run_1/class_map.png
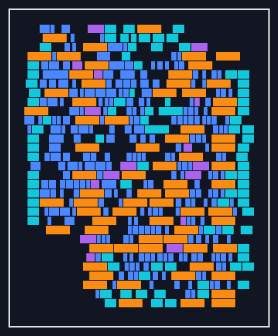
run_1/route_heat.png
15 x 19 tiles, from dark blue (low) to red (high), scaled to the fullest tile. Values are wire area over tile area, all layers added.
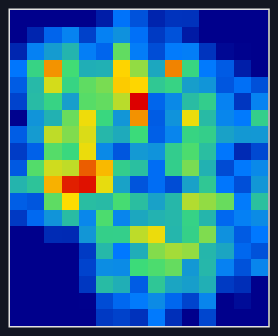
run_1/clock_nets.png
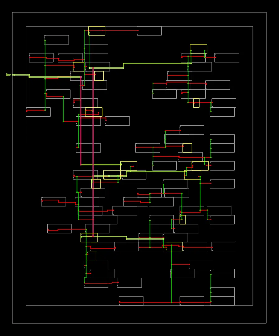
==> config.mk <==
export PLATFORM = sky130hd
export DESIGN_NAME = vector_list_reader
export DESIGN_NICKNAME = d
export VERILOG_FILES = /design/src/rtl/vector_list_reader.sv
export SDC_FILE = /design/constraint.sdc
export NUM_CORES = 1
export LEC_CHECK = 0
export CAP_MARGIN = 15
export CORE_ASPECT_RATIO = 1.25
export CORE_MARGIN = 4
export CORE_UTILIZATION = 48
export CTS_CLUSTER_DIAMETER = 60
export CTS_CLUSTER_SIZE = 12
export DETAILED_ROUTE_END_ITERATION = 7
export PLACE_DENSITY = 0.79
export RECOVER_POWER = 100
export SLEW_MARGIN = 20
export SYNTH_ARGS = -nofsm -noshare
export SYNTH_HDL_FRONTEND = slang
export SYNTH_SLANG_ARGS = --single-unit
==> constraint.sdc <==
create_clock -name clk -period 2.54 [get_ports clk]
set_input_delay 0.635 -clock clk [delete_from_list [all_inputs] [get_ports clk]]
set_output_delay 0.635 -clock clk [all_outputs]
set_load 0.02 [all_outputs]
==> src/rtl/vector_list_reader.sv <==
// vector_list_reader: walks the vector display-list RAM from address 0 on a
// frame request. Each draw entry becomes one segment command for the line
// drawer. The walk stops at the end marker, or at LIST_MAX if no marker is
// found, and then a one-cycle frame_done pulse is issued.
module vector_list_reader #(
  parameter int OUT_WIDTH = 8,
  parameter int ADR_WIDTH = 16,
  parameter int DATAWIDTH = 18,
  parameter int LIST_MAX  = 1023
) (
  input  logic                 clk,
  input  logic                 rst,
  input  logic                 draw_frame,
  output logic                 frame_done,
  output logic [ADR_WIDTH-1:0] adrREAD,
  input  logic [DATAWIDTH-1:0] dataREAD,
  output logic [OUT_WIDTH-1:0] x0,
  output logic [OUT_WIDTH-1:0] y0,
  output logic [OUT_WIDTH-1:0] x1,
  output logic [OUT_WIDTH-1:0] y1,
  output logic                 line_start,
  input  logic                 line_done,
  output logic                 busy
);

  typedef enum logic [2:0] {
    IDLE,
    WAIT_DATA,
    DECODE,
    LINE_WAIT,
    FINISH
  } state_t;

  state_t state, state_n;

  logic [OUT_WIDTH-1:0] px, py, px_n, py_n;
  logic [OUT_WIDTH-1:0] x0_n, y0_n, x1_n, y1_n;
  logic [ADR_WIDTH-1:0] adr_n;
  logic                 line_start_n, frame_done_n, busy_n;
  logic                 draw_frame_q;

  // Entry fields: {x, y, line, pos}
  logic [OUT_WIDTH-1:0] ent_x, ent_y;
  logic [1:0]           ent_kind;
  logic                 at_max;

  assign ent_x    = dataREAD[DATAWIDTH-1 -: OUT_WIDTH];
  assign ent_y    = dataREAD[DATAWIDTH-OUT_WIDTH-1 -: OUT_WIDTH];
  assign ent_kind = dataREAD[1:0];
  assign at_max   = (adrREAD == ADR_WIDTH'(LIST_MAX));

  // Next-state and next-value logic; every output is registered from these.
  always_comb begin
    state_n      = state;
    adr_n        = adrREAD;
    px_n         = px;
    py_n         = py;
    x0_n         = x0;
    y0_n         = y0;
    x1_n         = x1;
    y1_n         = y1;
    line_start_n = 1'b0;
    case (state)
      IDLE: begin
        adr_n = '0;
        px_n  = '0;
        py_n  = '0;
        if (draw_frame && !draw_frame_q) state_n = WAIT_DATA;
      end
      WAIT_DATA: state_n = DECODE;
      DECODE: begin
        case (ent_kind)
          2'b11: state_n = FINISH;
          2'b10: begin
            // Segment starts at the current pen; pen then moves to the end.
            x0_n         = px;
            y0_n         = py;
            x1_n         = ent_x;
            y1_n         = ent_y;
            px_n         = ent_x;
            py_n         = ent_y;
            line_start_n = 1'b1;
            state_n      = LINE_WAIT;
          end
          default: begin
            if (ent_kind == 2'b01) begin
              px_n = ent_x;
              py_n = ent_y;
            end
            if (at_max) begin
              state_n = FINISH;
            end else begin
              adr_n   = adrREAD + ADR_WIDTH'(1);
              state_n = WAIT_DATA;
            end
          end
        endcase
      end
      LINE_WAIT: begin
        if (line_done) begin
          if (at_max) begin
            state_n = FINISH;
          end else begin
            adr_n   = adrREAD + ADR_WIDTH'(1);
            state_n = WAIT_DATA;
          end
        end
      end
      FINISH: begin
        adr_n   = '0;
        state_n = IDLE;
      end
      default: state_n = IDLE;
    endcase
    frame_done_n = (state_n == FINISH);
    busy_n       = (state_n != IDLE);
  end

  // State and output registers with synchronous reset.
  always_ff @(posedge clk) begin
    if (rst) begin
      state        <= IDLE;
      adrREAD      <= '0;
      px           <= '0;
      py           <= '0;
      x0           <= '0;
      y0           <= '0;
      x1           <= '0;
      y1           <= '0;
      line_start   <= 1'b0;
      frame_done   <= 1'b0;
      busy         <= 1'b0;
      draw_frame_q <= 1'b0;
    end else begin
      state        <= state_n;
      adrREAD      <= adr_n;
      px           <= px_n;
      py           <= py_n;
      x0           <= x0_n;
      y0           <= y0_n;
      x1           <= x1_n;
      y1           <= y1_n;
      line_start   <= line_start_n;
      frame_done   <= frame_done_n;
      busy         <= busy_n;
      draw_frame_q <= draw_frame;
    end
  end

endmodule

==> flow_summary_export.csv, run 1 <==
group,metric,value,unit
setup_path,critical-path-max-stage-delay,0.48,ns
status,status,"finished, final reports clean",
setup_path,worstReg2RegStart,"adrREAD[0]",
finish,seq_area,1420,um^2
synthesis,synth-seq-area-share,0.500,
synthesis,syn_nets,375,
cts,hold_buffers,0,
place,place.gp.congestion,0.899,
synthesis,ff_type,"dfxtp_1",
global_routing,grt_pass1_wl,11.6,mm
setup_path,critical_path_buf_inv_count,2,
synthesis,ys_cells,349,
final_timing,setup_viol,0,
drt,dr.pass1.iters,5,
global_routing,grt_usage,0.199,
drt,via_per_inst,5.38,
finish,diodes,0,
min_path,worstHoldStart,"x0[6]",
setup_path,cp.required,2.75,ns
setup_path,crit_start,"dataREAD[0]",
setup_path,crit_type,"in -> reg",
setup_path,rrSetupSlack,0.46,ns
cts,cts-resized-gates,0,
finish,final_nets,449,
place,place_hpwl,4.80,mm
place,dp_cells,478,
setup_path,cp_max_fo,8,
pwr,p_leak,0.00145,uW
synthesis,ys_ff,71,
run,tool_warnings,29,
drt,antenna_left,0,
finish,logic_area,1320,um^2
finish,syn_to_final_growth,35.2,%
synthesis,ys_area,2840,um^2
synthesis,avgSynthCellArea,8.14,um^2
drt,vias,2656,
floorplanning,die_w,76.8,um
setup_path,crit_cells,8,
pwr,irDropWorstVdd,0.315,mV
synthesis,netlist_area,2840,um^2
drt,drc,0,
floorplanning,ios,73,
cts,post_cts_buffers,0,
final_timing,fin_hold_ws,0.450,ns
setup_path,cp_slowest_cell,"clkdlybuf4s50_1",
floorplanning,die_y,94,um
run,max-cap-violations,0,
finish,fin_util,0.664,
setup_path,crit_family,"simple AND/OR/NAND/NOR gates",
final_timing,rsz0062_at_grt,"yes",
finish,drive_gt1_frac,0.0818,
finish,fillers,487,
floorplanning,rows,31,
setup_path,worstRegToRegCells,6,
setup_path,critPathCapture,"adrREAD[6]",
synthesis,simple_gate_share,0.270,
synthesis,synth_cell_type_count,42,
setup_path,critical_path.cell_chain,"clkdlybuf4s50_1, inv_1, ha_1, or3_1, a21o_1, nor4_1, xnor2_1, nor2_1",
cts,clkLatencyLatePin,0.34,ns
setup_path,r2r_end,"busy",
final_timing,slew_headroom,0.334,
drt,finalWirelength,6.79,mm
cts,ctsRootBufferMaster,"clkbuf_8",
cts,clk_pin_slew,0.08,ns
cts,cts.path.max_buffers,2,
global_routing,overflow,0,
global_routing,grt_pass1_vias,2555,
setup_path,arrival,2.62,ns
setup_path,critPathCaptureType,"flip-flop",
synthesis,edf_count,0,
cts,h-tree-depth,3,
final_timing,final_hold_viol_count,0,
final_timing,finalClockPeriodUsage,0.951,
floorplanning,core_region_area,5780,um^2
drt,post_drt_wl_per_cell,13.7,um
min_path,whs_path_depth,2,
-- class_map.png (at the start) --
| class | color | cells |
|---|---|---|
| remaining logic cells | blue | 256 |
| remaining buffers and delay cells | cyan | 85 |
| clock drivers and dummy loads | purple | 16 |
| registers | orange | 71 |

-- route_heat.png (at the start) --
nearly empty tiles: 18%
tiles over half the peak: 18%
fullest tile: 0.50
densest ninth of the die: west
mean over tiles: 0.15

-- clock_nets.png (at the start) --
Clock Sinks: 71
TritonCTS buffer count: 9
Clock Skew: 0.0104 ns
Power Clock: 781 uW
layout clock buffer count: 9

[run 1: state kept, by name (all words and copies together), names as in the netlist]
signal        flops
adrREAD          16
busy              1
draw_frame_q      1
frame_done        1
line_start        1
px                8
py                8
state             3
x0                8
x1                8
y0                8
y1                8
[run 1: power breakdown]
| part | internal (uW) | total (uW) | switching [uW] |
|---|---|---|---|
| Sequential | 1130 | 1140 | 14.2 |
| Clock | 353 | 781 | 428 |
| Combinational | 76.3 | 172 | 95.9 |
| Total | 1560 | 2090 | 538 |
[run 1: metal layers]
| metal | part of all wire | track usage | routed length, um |
|---|---|---|---|
| met2 | 0.48 | 0.335 | 3260 |
| met5 | 0 | 0 | 0 |
| met3 | 0.058 | 0.0633 | 396 |
| met1 | 0.44 | 0.234 | 2990 |
| met4 | 0.021 | 0.0831 | 140 |
[run 1: synthesized netlist by cell type (2+ instances only)]
cell	n	area, um^2
nand2_1	90	338
dfxtp_1	71	1420
a21oi_1	52	260
nand3_1	21	105
nor2_1	21	78.8
clkbuf_1	18	67.6
nand4_1	7	43.8
nor4_1	6	37.5
xnor2_1	6	52.6
xor2_1	6	52.6
o21ai_0	5	25.0
and3_1	4	25.0
ha_1	4	50.1
inv_1	4	15.0
nor3_1	4	20.0
a21o_1	2	15.0
buf_2	2	10.0
or3_1	2	12.5
[run 1: metrics by stage]
step	instance area, um^2	setup TNS, ns	worst slack, ns
after floorplan	2840	0	0.423
after global placement	3680	-1.07	-0.198
after detailed placement	3680	-1.68	-0.255
after CTS	3850	0	0.124
after global routing	3840	-0.0217	-0.0106
final	3840	0	0.124
[run 1: final cells by class]
class                           instances  area share
Sequential cell                        71       0.370
Multi-Input combinational cell        252       0.342
Timing Repair Buffer                   85       0.217
Clock buffer                            9      0.0323
Tap cell                               66      0.0215
Clock inverter                          7      0.0127
Inverter                                4     0.00391
==> run 1 -> run 2 <==
==> constraint.sdc (replaced) <==
create_clock -name clk -period 2.3 [get_ports clk]
set_input_delay 0.575 -clock clk [delete_from_list [all_inputs] [get_ports clk]]
set_output_delay 0.575 -clock clk [all_outputs]
set_load 0.02 [all_outputs]
run_2/ff_map.png
Other sequential cells in the stronger gray, the rest of the logic in the fainter gray.
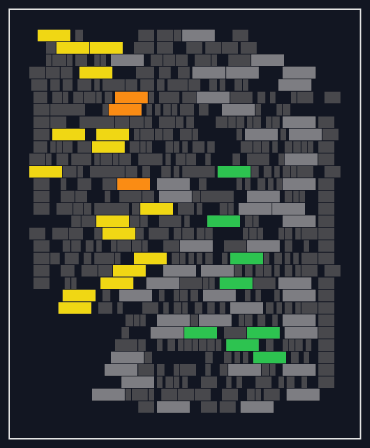
| signal | color | placed flops |
|---|---|---|
| state | orange | 3 |
| px | green | 8 |
| adrREAD | yellow | 16 |
Final Util: 0.683
sequential share of cell area: 0.360
register area: 1420 um^2
P_seq: 1260 uW

run_2/clock_wires.png
Scale bar: 20 um.
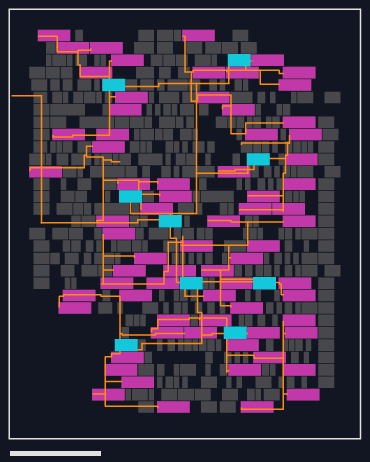
[clock wires] orange | length: 815 um
[clock-net drivers] cyan | count: 9
[flip-flops] magenta | count: 71
routed clock nets: 10

==> run 2 against run 1 <==
- sequential power rose by about 10%
- sequential cell count stayed put
- combinational power up 17%
- largest power group unchanged
- highest routed layer unchanged
==> flow_summary_export.csv, run 2 <==
group,metric,value,unit
finish,largest-register,"adrREAD",
finish,mostFrequentLayoutCells,"nand2_1 (90), dfxtp_1 (71), clkdlybuf4s50_1 (71)",
drt,post_drt_wl_per_cell,14.0,um
synthesis,yosys-top-cells-count,"nand2_1 (90), dfxtp_1 (71), a21oi_1 (52)",
synthesis,yosysWarnings,0,
drt,dr.pass1.iters,4,
drt,finalWirelength,6.99,mm
cts,h-tree-depth,3,
floorplanning,die_w,76.8,um
setup_path,arrival,2.49,ns
setup_path,rrSetupSlack,0.27,ns
global_routing,grt_usage,0.196,
synthesis,yosysTopAreaCellShare,0.500,
synthesis,ys_cells,349,
final_timing,worstMarginPinSlew,0.990,ns
synthesis,avgSynthCellArea,8.14,um^2
synthesis,logic_family,"simple AND/OR/NAND/NOR gates",
synthesis,syn_nets,375,
final_timing,slew_headroom,0.340,
synthesis,ys_sh_mux,0,
synthesis,edf_count,0,
final_timing,fin_hold_ws,0.453,ns
synthesis,synth-seq-area-share,0.500,
finish,largest_reg_flops,16,
drt,via_per_inst,5.41,
place,place_area,3710,um^2
synthesis,syn_inst,349,
final_timing,finalClockPeriodUsage,0.980,
place,dp_cells,482,
synthesis,area_leaders,"dfxtp_1 (50%), nand2_1 (12%), a21oi_1 (9.2%)",
floorplanning,rows,31,
synthesis,most_common_cell,"nand2_1",
final_timing,setup_tns,0,ns
finish,syn_to_final_growth,39.1,%
finish,final_area,3950,um^2
min_path,hold_class,"reg -> reg",
synthesis,netlist_area,2840,um^2
cts,ctsRootBufferMaster,"clkbuf_8",
floorplanning,die_y,94,um
drt,vias,2702,
cts,cts_sinks,71,
global_routing,grt_max_degree,53,
drt,antenna_left,0,
setup_path,critPathCaptureType,"flip-flop",
finish,fillers,501,
drt,drc,0,
status,status,"finished, final reports clean",
finish,drive_gt1_frac,0.104,
global_routing,overflow,0,
synthesis,ys_sh_aoi,0.137,
final_timing,setup_viol,0,
finish,fin_cells,499,
synthesis,ys_area,2840,um^2
floorplanning,core_region_area,5780,um^2
finish,final_common_cell,"nand2_1",
cts,hold_buffers,0,
floorplanning,ios,73,
run,tool_warnings,30,
final_timing,finClkSkew,0.00633,ns
global_routing,grt_pass1_vias,2511,
run,max-cap-violations,0,
setup_path,cp_max_fo,8,
final_timing,finalCriticalPeriod,2.26,ns
synthesis,yosysTopAreaCell,"dfxtp_1",
place,place.gp.congestion,0.859,
synthesis,xor_share,0.0370,
floorplanning,chip_area,7220,um^2
global_routing,antenna_found_initial,0,
synthesis,ff_type,"dfxtp_1",
global_routing,grt_pass1_wl,11.4,mm
drt,drt_iter0_markers,187,
floorplanning,fp-utilization,0.491,
pwr,p_per_area,600,nW/um^2
pwr,p_leak,0.00133,uW
finish,diodes,0,
synthesis,synthArstFlopShare,0,
final_timing,timing.final.max_slew_violations,0,
final_timing,rsz0062_at_grt,"yes",
place,portBuffers,72,
setup_path,startpoint_type,"primary input",
synthesis,synth_cell_type_count,42,
pwr,irDropWorstVdd,0.296,mV
finish,final_nets,454,
cts,cts_tree,"built",
synthesis,ys_ff,71,
pwr,finalPower,2370,uW
cts,clkLatencyLatePin,0.34,ns
cts,clk_pin_slew,0.07,ns
cts,cts_made_buffers,9,
final_timing,clock.fmax,0.443,GHz
setup_path,cp.required,2.53,ns
cts,cts.path.max_buffers,2,
setup_path,crit_type,"in -> reg",
place,place_hpwl,4.75,mm
synthesis,simple_gate_share,0.270,
synthesis,synth-adder-area-share,0.0176,
final_timing,final_hold_viol_count,0,
## run 2: cell counts after synthesis
No cell type changed its count.
## run 2: cell families after synthesis
family                   Yosys count
AND/OR/NAND/NOR                  166
flip-flops                        71
AND-OR/OR-AND                     70
buffers and inverters             26
XOR/XNOR                          12
adder cells (fa/ha/maj)            4
## run 2: layer usage
metal,wire (um),track usage
met1,3020,0.232
met2,3450,0.323
met3,440,0.0691
met4,74,0.0785
met5,0,0
## run 2: per-stage QoR
step / worst slack (ns) / utilization
after floorplan: 0.243 / -
after global placement: -0.320 / 0.642
after detailed placement: -0.400 / 0.642
after CTS: -0.0283 / 0.674
after global routing: -0.0276 / 0.683
final: 0.0449 / 0.683
## run 2: where the power goes
part	switching [uW]	leakage (uW)	internal, uW	total [uW]
combinational	110	0.000669	91.6	202
clock	462	0.0000873	446	908
sequential	16.2	0.000573	1240	1260
total	588	0.00133	1780	2370
## run 2: worst max-delay path, cell delays in order
cell and delay (ns):
clkdlybuf4s50_1 0.49, inv_1 0.06, ha_1 0.21, or3_4 0.39
a21o_4 0.27, nor4_4 0.28, xnor2_1 0.16, nor2_1 0.06
## run 2: layout make-up
type / instances / area, um^2 / area share
well taps: 66 / 82.6 / 0.0209
flip-flops and latches: 71 / 1420 / 0.360
inverters: 4 / 15.0 / 0.00380
repair buffers: 90 / 867 / 0.220
multi-input cells: 252 / 1380 / 0.349
clock buffers: 11 / 151 / 0.0383
clock inverters: 5 / 32.5 / 0.00824
## run 2: timing repair
item                       4_1_cts  5_1_grt
resized                          0       11
setup endpoints to repair        4        9
pin swaps                        0        5
buffers inserted                 0        1
## run 2: final timing paths
check	cells after the start	to	from
max	8	adrREAD[8]	dataREAD[0]
min	2	x0[6]	x0[6]
max reg2reg	6	busy	adrREAD[0]
min reg2reg	2	x0[6]	x0[6]
==> run 2 -> run 3 <==
--- a/config.mk
+++ b/config.mk
@@ -14,7 +14,6 @@
 export DETAILED_ROUTE_END_ITERATION = 7
 export PLACE_DENSITY = 0.79
 export RECOVER_POWER = 100
-export SLEW_MARGIN = 20
 export SYNTH_ARGS = -nofsm -noshare
 export SYNTH_HDL_FRONTEND = slang
 export SYNTH_SLANG_ARGS = --single-unit
run_3/class_map.png
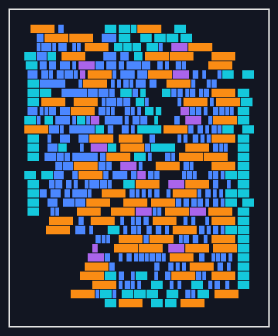
| class | color | cells |
|---|---|---|
| remaining logic cells | blue | 256 |
| registers | orange | 71 |
| remaining buffers and delay cells | cyan | 90 |
| clock drivers and dummy loads | purple | 16 |
CORE AREA: 5780 um^2
design area: 3950 um^2
# rows: 31

run_3/route_heat.png
15 x 19 tiles, from dark blue (low) to red (high), scaled to the fullest tile. Values are wire area over tile area, all layers added.
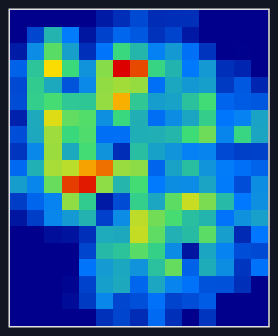
emptiest ninth of the die: south-west
densest ninth of the die: west
nearly empty tiles: 17%
fullest tile: 0.56
tiles over half the peak: 15%
mean over tiles: 0.16
wire length per cell: 14.0 um
GRT Total Usage: 0.196

==> run 3 against run 2 <==
- worst hold slack did not move
- power unchanged
- combinational power is essentially flat
- clock skew unchanged
- sequential share of layout area unchanged
==> flow_summary_export.csv, run 3 <==
group,metric,value,unit
status,status,"finished, final reports clean",
synthesis,ys_ff,71,
drt,drt_iter0_markers,187,
synthesis,area_leaders,"dfxtp_1 (50%), nand2_1 (12%), a21oi_1 (9.2%)",
global_routing,grt_max_degree,53,
finish,largest-register,"adrREAD",
pwr,pwr-share-comb,0.085,
final_timing,setup_ws,0.0449,ns
setup_path,critical_path.cell_chain,"clkdlybuf4s50_1, inv_1, ha_1, or3_4, a21o_4, nor4_4, xnor2_1, nor2_1",
pwr,finalPower,2370,uW
synthesis,synth_cell_type_count,42,
synthesis,avgSynthCellArea,8.14,um^2
pwr,pwr-share-clk,0.383,
min_path,hold_class,"reg -> reg",
place,portBuffers,72,
final_timing,finalClockPeriodUsage,0.980,
pwr,p_leak,0.00133,uW
drt,via_per_inst,5.41,
synthesis,ys_area,2840,um^2
synthesis,ys_sh_mux,0,
final_timing,setup_tns,0,ns
drt,dr.pass1.iters,4,
synthesis,ys_cells,349,
synthesis,edf_count,0,
synthesis,logic_family,"simple AND/OR/NAND/NOR gates",
cts,hold_buffers,0,
final_timing,finClkSkew,0.00633,ns
setup_path,cp_slowest_cell,"clkdlybuf4s50_1",
synthesis,synth-seq-area-share,0.500,
place,place_hpwl,4.75,mm
drt,drc,0,
drt,vias,2702,
setup_path,cp.required,2.53,ns
global_routing,antenna_found_initial,0,
cts,cts_sinks,71,
final_timing,final_hold_viol_count,0,
finish,final_common_cell,"nand2_1",
final_timing,finalCriticalPeriod,2.26,ns
cts,clk_pin_slew,0.07,ns
final_timing,setup_viol,0,
cts,ctsRootBufferMaster,"clkbuf_8",
setup_path,critical_path_buf_inv_count,2,
finish,logic_area,1380,um^2
synthesis,yosys-top-cells-count,"nand2_1 (90), dfxtp_1 (71), a21oi_1 (52)",
synthesis,xor_share,0.0370,
cts,cts_made_buffers,9,
setup_path,crit_type,"in -> reg",
cts,cts.path.max_buffers,2,
cts,h-tree-depth,3,
finish,largest_reg_flops,16,
global_routing,grt_pass1_vias,2511,
place,dp_slack,-0.400,ns
global_routing,grt_pass1_wl,11.4,mm
place,place.gp.congestion,0.859,
synthesis,syn_inst,349,
pwr,intPower,1780,uW
synthesis,yosysWarnings,0,
setup_path,critical-path-max-stage-delay,0.49,ns
floorplanning,fp-utilization,0.491,
pwr,p_switching,588,uW
drt,finalWirelength,6.99,mm
finish,syn_to_final_growth,39.1,%
setup_path,cp_max_fo,8,
final_timing,rsz0062_at_grt,"yes",
final_timing,slew_headroom,0.340,
finish,mostFrequentLayoutCells,"nand2_1 (90), dfxtp_1 (71), clkdlybuf4s50_1 (71)",
synthesis,netlist_area,2840,um^2
finish,final_nets,454,
setup_path,critPathCaptureType,"flip-flop",
drt,antenna_left,0,
run,max-cap-violations,0,
finish,diodes,0,
synthesis,syn_nets,375,
finish,drive_gt1_frac,0.104,
synthesis,ys_sh_aoi,0.137,
synthesis,yosysTopAreaCellShare,0.500,
final_timing,clock.fmax,0.443,GHz
pwr,p_per_area,600,nW/um^2
pwr,seqPwrFrac,0.532,
floorplanning,ios,73,
floorplanning,die_y,94,um
synthesis,most_common_cell,"nand2_1",
final_timing,timing.final.max_slew_violations,0,
synthesis,ff_type,"dfxtp_1",
setup_path,arrival,2.49,ns
synthesis,simple_gate_share,0.270,
floorplanning,chip_area,7220,um^2
cts,cts_tree,"built",
synthesis,yosysTopAreaCell,"dfxtp_1",
floorplanning,die_w,76.8,um
setup_path,startpoint_type,"primary input",
finish,fillers,501,
global_routing,overflow,0,
setup_path,crit_family,"simple AND/OR/NAND/NOR gates",
pwr,p_sw_frac,0.248,
finish,seq_area,1420,um^2
cts,clkLatencyLatePin,0.34,ns
final_timing,worstMarginPinSlew,0.990,ns
pwr,irDropWorstVdd,0.296,mV
place,place_area,3710,um^2
synthesis,synthArstFlopShare,0,
final_timing,fin_hold_ws,0.453,ns
synthesis,synth-adder-area-share,0.0176,
run,tool_warnings,30,
[run 3: cell counts after synthesis]
No cell type changed its count.
[run 3: final timing paths]
check	end	cells after the start	startpoint	slack [ns]
max	adrREAD[8]	8	dataREAD[0]	0.04
min	x0[6]	2	x0[6]	0.45
max reg2reg	busy	6	adrREAD[0]	0.27
min reg2reg	x0[6]	2	x0[6]	0.45
[run 3: area by class of cell]
type / count / area share
clock buffers: 11 / 0.0383
clock inverters: 5 / 0.00824
inverters: 4 / 0.00380
multi-input cells: 252 / 0.349
flip-flops and latches: 71 / 0.360
well taps: 66 / 0.0209
repair buffers: 90 / 0.220
[run 3: power groups by stage]
| stage | Combinational [uW] | Sequential [uW] | Clock (uW) |
|---|---|---|---|
| 2_1_floorplan | 91.6 | 1290 | 0 |
| 3_3_place_gp | 194 | 1290 | 0 |
| 3_5_place_dp | 197 | 1290 | 0 |
| 4_1_cts | 198 | 1260 | 924 |
| 5_1_grt | 220 | 1260 | 971 |
| 6_report | 202 | 1260 | 908 |
[run 3: tightest hold or removal path, stage by stage, from the launching register on]
cell and delay [ns]:
dfxtp_1 0.31, nand2_1 0.05, a21oi_1 0.05
[run 3: per-stage QoR]
| stage | std cells | util |
|---|---|---|
| finish | 499 | 0.683 |
| global route | 499 | 0.683 |
| CTS | 498 | 0.674 |
| detailed placement | 482 | 0.642 |
| global placement | 482 | 0.642 |
| floorplan | 349 | - |
[run 3: per-layer routing]
metal	track usage	wire length, um	vias up
met5	0	0	-
met4	0.0785	74	0
met3	0.0691	440	7
met2	0.323	3450	86
met1	0.232	3020	1260
li1	-	-	1349
[run 3: repair_timing]
action / CTS / global route
buffers inserted: 0 / 1
pin swaps: 0 / 5
resized: 0 / 11
endpoints found under the setup margin: 4 / 9
Power is estimated from default activity; no workload was simulated.
